==> config.mk <==
export PLATFORM = sky130hd
export DESIGN_NAME = byte_stream_deser
export DESIGN_NICKNAME = d
export VERILOG_FILES = /design/src/rtl/byte_stream_pkg.sv /design/src/rtl/stream_word_counter.sv /design/src/rtl/byte_stream_deser.sv
export SDC_FILE = /design/constraint.sdc
export NUM_CORES = 1
export LEC_CHECK = 0
export ABC_AREA = 1
export CELL_PAD_IN_SITES_DETAIL_PLACEMENT = 0
export CELL_PAD_IN_SITES_GLOBAL_PLACEMENT = 1
export CORE_AREA = 2 2 150 152
export DETAILED_ROUTE_END_ITERATION = 8
export DIE_AREA = 0 0 152 154
export GPL_ROUTABILITY_DRIVEN = 0
export MAX_ROUTING_LAYER = met4
export PLACE_DENSITY = 0.9
export SLEW_MARGIN = 20
export SYNTH_ARGS = -nofsm -noshare
export SYNTH_HDL_FRONTEND = slang
export SYNTH_SLANG_ARGS = --single-unit
export TNS_END_PERCENT = 50
==> constraint.sdc <==
create_clock -name CLK_I -period 3.35 [get_ports CLK_I]
set_input_delay 0.8375 -clock CLK_I [delete_from_list [all_inputs] [get_ports CLK_I]]
set_output_delay 0.8375 -clock CLK_I [all_outputs]
set_load 0.01 [all_outputs]
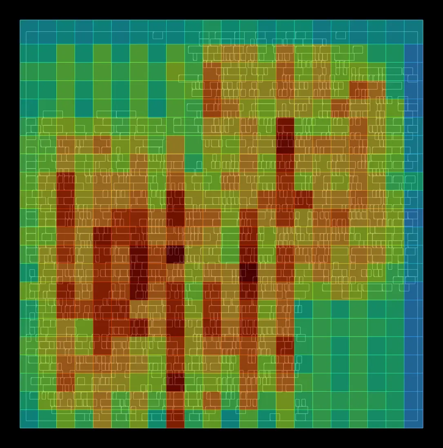
congestion.png
met3 usage: 3.918%
met1 routing resource usage after global routing: 31.65%

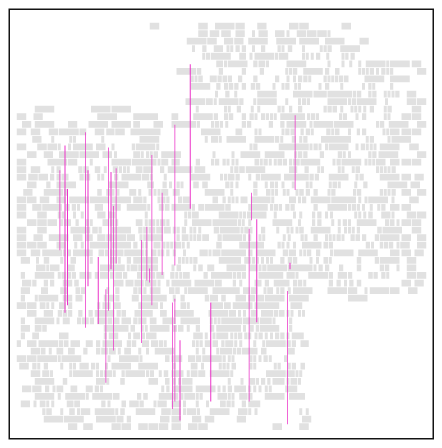
layer_met4.png
main direction: vertical
share of all routed wire: 3.6%
longest straight run: 70.0 um
nets with wire on the layer: 25
wire length on this layer: 1,050 um
via count: 8,705
final routed wirelength across all metal layers: 28.85 mm

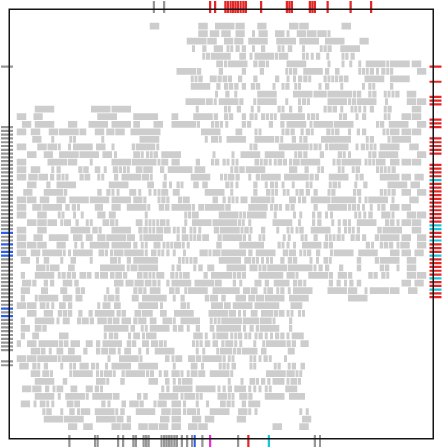
io_placement.png
Pins as bars across the die edge, other pins in grey.
legend:
  cyan:
    port: RX_DATA_I
    pins: 8
    direction: input
    edge: 7 right, 1 bottom
  magenta:
    port: MSB_FIRST_I
    pins: 1
    direction: input
    edge: bottom
  red:
    port: REG_O
    pins: 64
    direction: output
    edge: 42 right, 21 top, 1 bottom
  blue:
    port: NUM_BITS_I
    pins: 7
    direction: input
    edge: 6 left, 1 bottom
all pins by edge: 63 left, 49 right, 28 bottom, 23 top
Port-buffer cells: 162
die y size: 154 um
Die X-Extent: 152 um

==> ds_physical_params.txt <==
Table: implementation figures

Parameter                              Value

Power and ir drop
  Combinational gate power .................. 812 uW
  Flop pwr share .................. 39.9%
  Worst VDD drop .................. 0.3433 mV
  Switching power as a share of total power .................. 29.10%
  Internal .................. 3391 uW
  Total power density per cell area .................. 440.2 nW/um^2

Synth
  Top cell type by instance count after synthesis .................. nand2_1
  Number of cells in Yosys stat .................. 1,170
  Primary flip-flop cell chosen by synthesis mapping .................. dfxtp_1
  Post-synthesis cell type count .................. 44
  EDFF count, synth .................. 0
  Mean post-synth cell area .................. 6.814 sq um
  Share of Yosys cell area claimed by the top area cell type .................. 37.92%
  Synth Area in Adders .................. 2.542%
  Post-synth mux share .................. 0%
  Post-synthesis async set-or-reset flop share .................. 0%
  Number of instances in the synthesized netlist .................. 1,170
  Summed instance area of the synthesized netlist .................. 7973 sq um
  Yosys warning count .................. 0
  Main kind of combinational logic by area .................. simple AND/OR/NAND/NOR gates
  Share of synthesized cell area in and, or, nand and nor gates .................. 25.28%

Die
  Well-tap cell count .................. 280
  Core Region .................. 21,690 sq um
  Number of cell rows .................. 54
  Core Util at FP .................. 36.76%

Detailed routing
  Detailed-route vias per instance .................. 5.292
  Met2 layer wire length in the routed design .................. 13.20 mm
  DR DRC count .................. 0
  Top sig layer .................. met4
  1st-iter DRT viols .................. 810
  Detail Route Antenna Nets .................. 0
  Routed len/inst .................. 17.53 um

Finish
  Flip-flops .................. 151
  Post-route standard cell area excluding fillers .................. 10,870 sq um
  Leading cell type in the layout, fill and taps excluded .................. nand2_1
  Non-CTS buffers .................. 216
  Final core utilization .................. 50.10%
  Multi-input combinational cell count .................. 799
  Comb. cell area .................. 4160 sq um
  Area growth from synthesis to layout .................. 36.28%
  Number of antenna cells inserted .................. 0
  Storage element area .................. 3025 sq um
  Fraction of area in registers .................. 27.84%
  Total of clock buffers placed in the layout .................. 18

Critical path
  CP top delay family .................. adder cells
  Crit start category .................. flop
  Most frequent cell on the critical path .................. inv_2
  Number of cells on the critical path .................. 11
  Kind of end point of the critical path .................. output port
  Count of buffering cells on the critical path with inverters included .................. 4

CTS
  CTS tree .................. done
  Number of buffers created by CTS .................. 17
  H-tree depth reported by CTS .................. 4
  Longest Clk Path Bufs .................. 2

Global routing
  Grt peak-use layer .................. met2

Run status
  Failing checks .................. setup timing
  Outcome .................. complete, but fails checks

Final timing
  Aggregate negative setup slack .................. -565.4 ps
  Period Utilization, post-route .................. 102.7%
  Max transition margin .................. 46.93%
  Maximum operating frequency .................. 0.2905 GHz
  Final critical-path required period .................. 3442 ps
  Setup violations, final .................. 8
  Final hold viol count .................. 0
  Fin. max-slew vios .................. 0
  Setup repair after global routing missed its margin .................. yes
  Worst Slack Setup Final .................. -92.00 ps

Placement
  Post-DP HPWL .................. 21.08 mm
  Area post-placement .................. 10,150 sq um

Worst hold path
  Hold Crit Depth .................. 2
Power and IR drop assume default switching activity.
